File: config.mk
export PLATFORM = sky130hd
export DESIGN_NAME = port_wrr_scheduler_flat
export DESIGN_NICKNAME = d
export VERILOG_FILES = /design/src/rtl/port_wrr_scheduler_if.sv /design/src/rtl/port_wrr_scheduler.sv /design/src/flat_wrapper.sv
export SDC_FILE = /design/constraint.sdc
export NUM_CORES = 1
export LEC_CHECK = 0
export CAP_MARGIN = 20
export CORE_UTILIZATION = 55
export CTS_CLUSTER_SIZE = 20
export DETAILED_ROUTE_END_ITERATION = 7
export PLACE_DENSITY_LB_ADDON = 0.2
export SLEW_MARGIN = 20
export SYNTH_ARGS = -nofsm -noshare
export SYNTH_HDL_FRONTEND = slang
export SYNTH_SLANG_ARGS = --single-unit
export TNS_END_PERCENT = 30
File: constraint.sdc
create_clock -name clk -period 3.6 [get_ports clk]
set_input_delay 0.54 -clock clk [delete_from_list [all_inputs] [get_ports clk]]
set_output_delay 0.54 -clock clk [all_outputs]
set_load 0.02 [all_outputs]
File: src/rtl/port_wrr_scheduler_if.sv
// Handshake bundle between the per-port queue manager, the scheduler and the read-out datapath.
// The master modport is the scheduler side; the slave modport is the queue manager / datapath side.
interface port_wrr_scheduler_if #(
    parameter int NUM_PRIO = 8
);
    logic [NUM_PRIO-1:0] queue_nonempty;
    logic                ready;
    logic                pkt_done;
    logic                grant_vld;
    logic [2:0]          grant_prio;
    logic                busy;

    modport master (
        input  queue_nonempty,
        input  ready,
        input  pkt_done,
        output grant_vld,
        output grant_prio,
        output busy
    );

    modport slave (
        output queue_nonempty,
        output ready,
        output pkt_done,
        input  grant_vld,
        input  grant_prio,
        input  busy
    );
endinterface

File: src/rtl/port_wrr_scheduler.sv
// Per-output-port strict-priority / weighted round-robin packet scheduler.
// Optional per-queue grant counters are built when SCHED_STATS_EN is defined.
module port_wrr_scheduler #(
    parameter int NUM_PRIO = 8,
    parameter int WGT_W    = 4
) (
    input  logic                      clk,
    input  logic                      rst,
    input  logic                      wrr_enable,
    input  logic [NUM_PRIO*WGT_W-1:0] weight_cfg,
`ifdef SCHED_STATS_EN
    input  logic                      stats_clr,
    output logic [NUM_PRIO*16-1:0]    grant_cnt,
`endif
    port_wrr_scheduler_if.master      sched
);

    localparam logic [WGT_W-1:0] WGT_ONE = {{(WGT_W-1){1'b0}}, 1'b1};

    typedef enum logic [1:0] {
        IDLE = 2'd0,
        ARB  = 2'd1,
        SEND = 2'd2
    } state_t;

    state_t             state_reg, state_next;
    logic               grant_vld_reg, grant_vld_next;
    logic [2:0]         grant_prio_reg, grant_prio_next;
    logic               busy_reg, busy_next;
    logic [WGT_W-1:0]   credit_reg  [NUM_PRIO];
    logic [WGT_W-1:0]   credit_next [NUM_PRIO];
    logic [WGT_W-1:0]   eff_wgt     [NUM_PRIO];
    logic [NUM_PRIO-1:0] eligible;
    logic [2:0]         strict_pick;
    logic [2:0]         wrr_pick;

    // A programmed weight of zero still earns one grant per round so no queue can starve.
    generate
        for (genvar gi = 0; gi < NUM_PRIO; gi++) begin : g_wgt
            assign eff_wgt[gi]  = (weight_cfg[gi*WGT_W +: WGT_W] == '0) ? WGT_ONE
                                                                       : weight_cfg[gi*WGT_W +: WGT_W];
            assign eligible[gi] = sched.queue_nonempty[gi] && (credit_reg[gi] != '0);
        end
    endgenerate

    function automatic logic [2:0] highest(input logic [NUM_PRIO-1:0] vec);
        highest = 3'd0;
        for (int i = 0; i < NUM_PRIO; i++) begin
            if (vec[i]) begin
                highest = 3'(i);
            end
        end
    endfunction

    assign strict_pick = highest(sched.queue_nonempty);
    assign wrr_pick    = highest(eligible);

    always_comb begin
        state_next      = state_reg;
        grant_vld_next  = 1'b0;
        grant_prio_next = grant_prio_reg;
        busy_next       = busy_reg;
        credit_next     = credit_reg;
        case (state_reg)
            IDLE: begin
                busy_next = 1'b0;
                if (sched.ready && (|sched.queue_nonempty)) begin
                    state_next = ARB;
                end
            end
            ARB: begin
                if (!(|sched.queue_nonempty)) begin
                    state_next = IDLE;
                end else begin
                    state_next     = SEND;
                    grant_vld_next = 1'b1;
                    busy_next      = 1'b1;
                    if (!wrr_enable) begin
                        grant_prio_next = strict_pick;
                        credit_next     = eff_wgt;
                    end else if (|eligible) begin
                        grant_prio_next        = wrr_pick;
                        credit_next[wrr_pick]  = credit_reg[wrr_pick] - WGT_ONE;
                    end else begin
                        // Round exhausted: reload every credit and charge this grant to the new round.
                        grant_prio_next          = strict_pick;
                        credit_next              = eff_wgt;
                        credit_next[strict_pick] = eff_wgt[strict_pick] - WGT_ONE;
                    end
                end
            end
            SEND: begin
                if (sched.pkt_done) begin
                    state_next = IDLE;
                    busy_next  = 1'b0;
                end
            end
            default: begin
                state_next = IDLE;
                busy_next  = 1'b0;
            end
        endcase
    end

    always_ff @(posedge clk) begin
        if (rst) begin
            state_reg      <= IDLE;
            grant_vld_reg  <= 1'b0;
            grant_prio_reg <= 3'd0;
            busy_reg       <= 1'b0;
            credit_reg     <= eff_wgt;
        end else begin
            state_reg      <= state_next;
            grant_vld_reg  <= grant_vld_next;
            grant_prio_reg <= grant_prio_next;
            busy_reg       <= busy_next;
            credit_reg     <= credit_next;
        end
    end

    assign sched.grant_vld  = grant_vld_reg;
    assign sched.grant_prio = grant_prio_reg;
    assign sched.busy       = busy_reg;

`ifdef SCHED_STATS_EN
    generate
        for (genvar gi = 0; gi < NUM_PRIO; gi++) begin : g_cnt
            logic [15:0] cnt_reg;
            always_ff @(posedge clk) begin
                if (rst || stats_clr) begin
                    cnt_reg <= 16'd0;
                end else if (grant_vld_reg && (grant_prio_reg == 3'(gi)) && (cnt_reg != 16'hFFFF)) begin
                    cnt_reg <= cnt_reg + 16'd1;
                end
            end
            assign grant_cnt[gi*16 +: 16] = cnt_reg;
        end
    endgenerate
`endif

endmodule

File: src/flat_wrapper.sv
// flat-port wrapper written by rule: the top's interface ports become plain ports
module port_wrr_scheduler_flat 
#(
    parameter int NUM_PRIO = 8,
    parameter int WGT_W    = 4
)
  (clk, rst, wrr_enable, weight_cfg, sched_queue_nonempty, sched_ready, sched_pkt_done, sched_grant_vld, sched_grant_prio, sched_busy);
  port_wrr_scheduler_if #(.NUM_PRIO(NUM_PRIO)) sched_i ();
  input  logic clk;
  input  logic rst;
  input  logic wrr_enable;
  input  logic [NUM_PRIO*WGT_W-1:0] weight_cfg;
  input wire logic [$bits(sched_i.queue_nonempty)-1:0] sched_queue_nonempty;
  input wire logic [$bits(sched_i.ready)-1:0] sched_ready;
  input wire logic [$bits(sched_i.pkt_done)-1:0] sched_pkt_done;
  output wire logic [$bits(sched_i.grant_vld)-1:0] sched_grant_vld;
  output wire logic [$bits(sched_i.grant_prio)-1:0] sched_grant_prio;
  output wire logic [$bits(sched_i.busy)-1:0] sched_busy;
  assign sched_i.queue_nonempty = sched_queue_nonempty;
  assign sched_i.ready = sched_ready;
  assign sched_i.pkt_done = sched_pkt_done;
  assign sched_grant_vld = sched_i.grant_vld;
  assign sched_grant_prio = sched_i.grant_prio;
  assign sched_busy = sched_i.busy;
  port_wrr_scheduler #(.NUM_PRIO(NUM_PRIO), .WGT_W(WGT_W)) u_core (.clk(clk), .rst(rst), .wrr_enable(wrr_enable), .weight_cfg(weight_cfg), .sched(sched_i));
endmodule
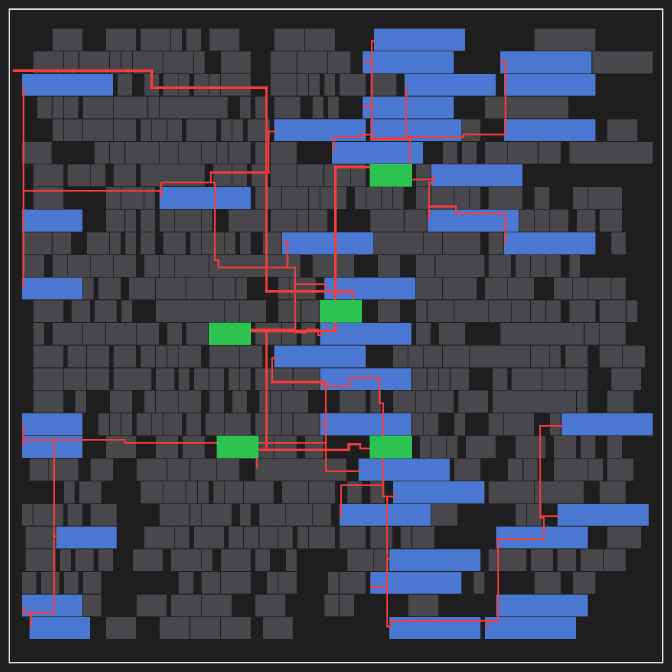
clk_routes.png
[green] clock drivers | count: 5
[red] clock wires | length: 543 microns
[blue] flip-flops | count: 39
routed clock nets	6
flops lie	widely spread

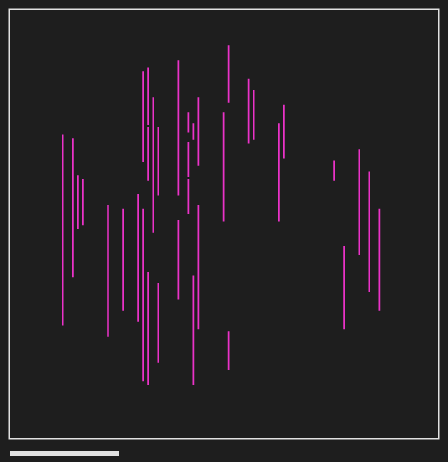
layer_met4.png
The bar under the picture is 20 microns long.
nets with wire on the layer	32
wire length on this layer	555 microns
longest straight run	34.7 microns
main direction	vertical
Routed WL: 11.89 mm
routed vias: 3824

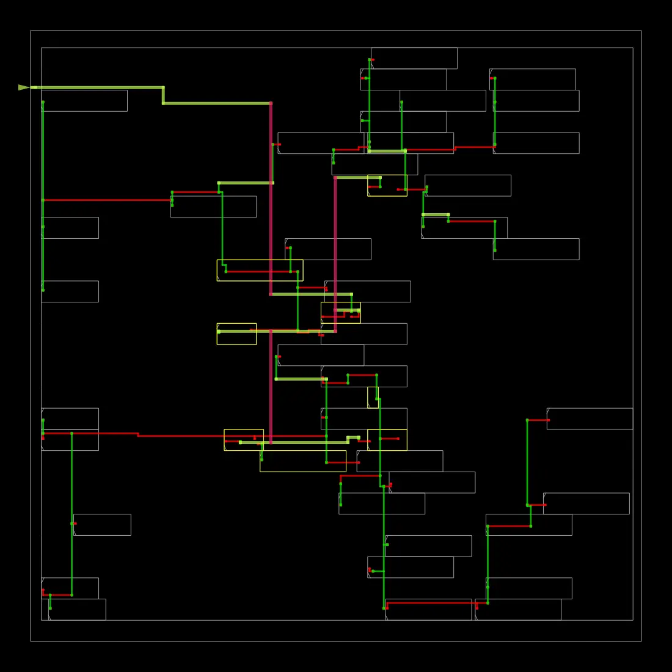
clocks.png
clk pwr: 0.447 mW
Final Skew: 9.491 ps
clock buf count: 6
flop count: 39
clk_lat worst skew: 300 ps

==> CHANGELOG.md <==
### Implementation results

- Fin util: 0.7710
- Mapped Cells: 364
- CTS sink count: 39
- Hold Path Origin: u_core.state_reg[0]
- Total CTS buffers: 5
- FF-to-FF path depth: 9
- Grt total ovfl: 0
- Post-place setup slack: -171.6 ps
- Commonest Layout Cell: clkdlybuf4s50_1
- Busiest grt layer: met2
- Outcome: finished clean
- Worst Path Buf+Inv: 3
- Startpoint Class: input pin
- RSZ-0062 raised after global routing: no
- P_leak: 1.562 nW
- Delay-heaviest family, CP: simple AND/OR/NAND/NOR gates
- Slew headroom: 0.4869
- Initial drt markers: ~500
- Total GRT Usage: 0.4017
- Top Layout Cells: clkdlybuf4s50_1 (49), buf_4 (48), nand2_1 (44)
- Hold Vio Cnt, Final: 0
- WL/cell: 22.48 microns
- Syn Nets: slightly above 400
- CTS Buffer Depth: 2
- Synth Flop Type: edfxtp_1
- RePlAce Congestion: 1.025
- Final period utilization: 0.9551
- Clock root buffer: clkbuf_8
- Worst Path Arrival: around 3500 ps
- FF-to-FF End: u_core.credit_reg[13]
- Core Util at FP: 0.5753
- CORE AREA: ~0.0056 sq mm
- Net count reported at finish: a little over 500
- Chip area: roughly 0.0061 sq mm
- # Cells Yosys: 364
- Met2 Usage GRT: 0.6518
- Met3 Track Usage GR: 0.1512
- Net Switching: between 0.4 and 0.5 mW
- Die span in y: between 70 and 80 microns
- Worst Slack Setup Final: roughly 160 ps
- Cell Type Count: approximately 61
- Crit-path max cell delay: between 500 and 600 ps
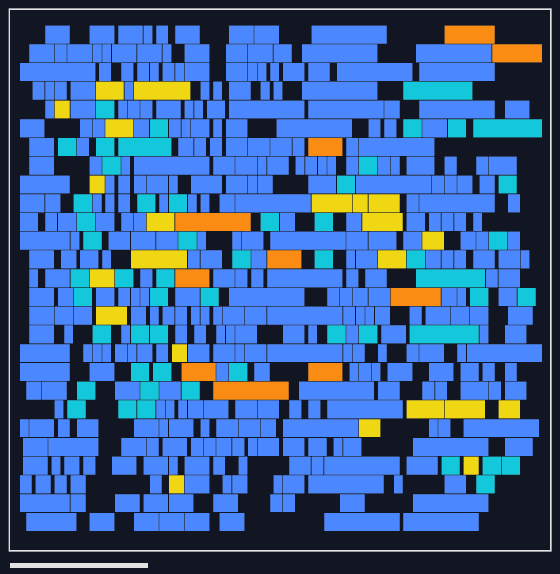
sizes.png
The bar under the picture is 20 microns long.
color	size	cells
orange	_6 and larger	10
cyan	_3 and _4 cells	53
blue	_0 and _1 cells	372
yellow	_2 cells	22

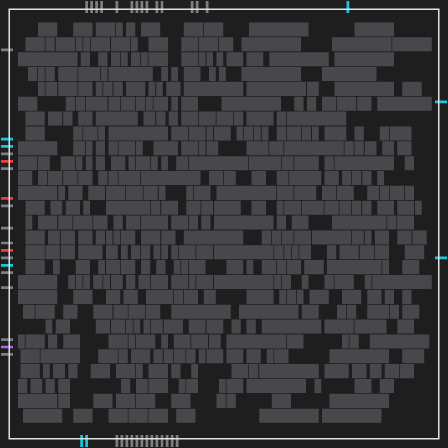
io_placement.png
Pins as bars across the die edge, other pins in gray.
color	port	pins	direction	edge
purple	sched_ready	1	input	left
red	sched_grant_prio	3	output	left
cyan	sched_queue_nonempty	8	input	3 left, 2 bottom, 2 right, 1 top
all pins by edge	18 left, 15 bottom, 15 top, 2 right

## metal layers
metal | up-vias | wire [microns]
li1 | 1668 | -
met1 | 1749 | 4255
met2 | 332 | 5471
met3 | 75 | 1612
met4 | 0 | 554
met5 | - | 0
## worst max path at each step
stage	start	end	depth (start not counted)
6_report	sched_queue_nonempty[4]	u_core.credit_reg[14]	12
5_1_grt	sched_queue_nonempty[3]	u_core.credit_reg[14]	12
4_1_cts	u_core.credit_reg[0]	u_core.credit_reg[15]	10
3_5_place_dp	u_core.credit_reg[1]	u_core.credit_reg[15]	8
3_3_place_gp	sched_queue_nonempty[1]	u_core.credit_reg[13]	11
2_1_floorplan	sched_queue_nonempty[4]	u_core.credit_reg[17]	12
## metrics by stage
stage          cells  total power, mW  TNS, ps
2_1_floorplan    364           0.8320        0
3_3_place_gp     521            1.040   -266.0
3_5_place_dp     521            1.051    -1331
4_1_cts          529            1.488        0
5_1_grt          529            1.555        0
6_report         529            1.515        0
## power by group through the flow
stage               registers [mW]  logic, mW  clock network [mW]
CTS                          0.574      0.471               0.443
global route                 0.579      0.517               0.458
finish                       0.576      0.491               0.447
floorplan                    0.575      0.257                   0
detailed placement           0.584      0.467                   0
global placement             0.583      0.457                   0
## cells by family (layout without fill, tap and decap cells)
| kind of cell | count (synthesis) | in the layout | synth area share |
|---|---|---|---|
| buf+inv | 27 | 120 | 0.03550 |
| xor+xnor | 2 | 2 | 0.005463 |
| mux | 12 | 12 | 0.04682 |
| fa+ha+maj | 2 | 2 | 0.007802 |
| compound gates | 140 | 140 | 0.3508 |
| simple gates | 142 | 142 | 0.2103 |
| flops | 39 | 39 | 0.3433 |
## final cells by class
| class | instances | area (sq um) |
|---|---|---|
| fill | 394 | 1276 |
| tap | 72 | 90.09 |
| sequential | 39 | 1101 |
| clock inverter | 2 | 60.06 |
| multi-input combinational | 298 | 2018 |
| timing repair buffer | 100 | 910.9 |
| inverter | 12 | 45.04 |
| clock buffer | 6 | 72.57 |
## synthesized netlist by cell type, types with 6 or more instances
cell type | n | area, sq um
o221ai_1 | 19 | 166.4
nand3_1 | 23 | 115.1
o21ai_0 | 20 | 100.1
inv_1 | 12 | 45.04
nand2_1 | 44 | 165.2
o41a_1 | 6 | 67.56
clkbuf_1 | 10 | 37.54
mux2i_1 | 6 | 60.06
a22o_1 | 7 | 61.31
a21oi_1 | 25 | 125.1
nor3_1 | 17 | 85.08
dfxtp_1 | 7 | 140.1
edfxtp_1 | 32 | 960.9
o211ai_1 | 7 | 52.55
nor2_1 | 28 | 105.1
o22ai_1 | 7 | 43.79
## timing repair
action | 4_1_cts | 5_1_grt
gates cloned | 0 | 0
endpoints found under the hold margin | 0 | 0
endpoints found under the setup margin | 9 | 10
resized | 1 | 4
Power figures rest on the tool's default switching activity, not on a simulated workload.
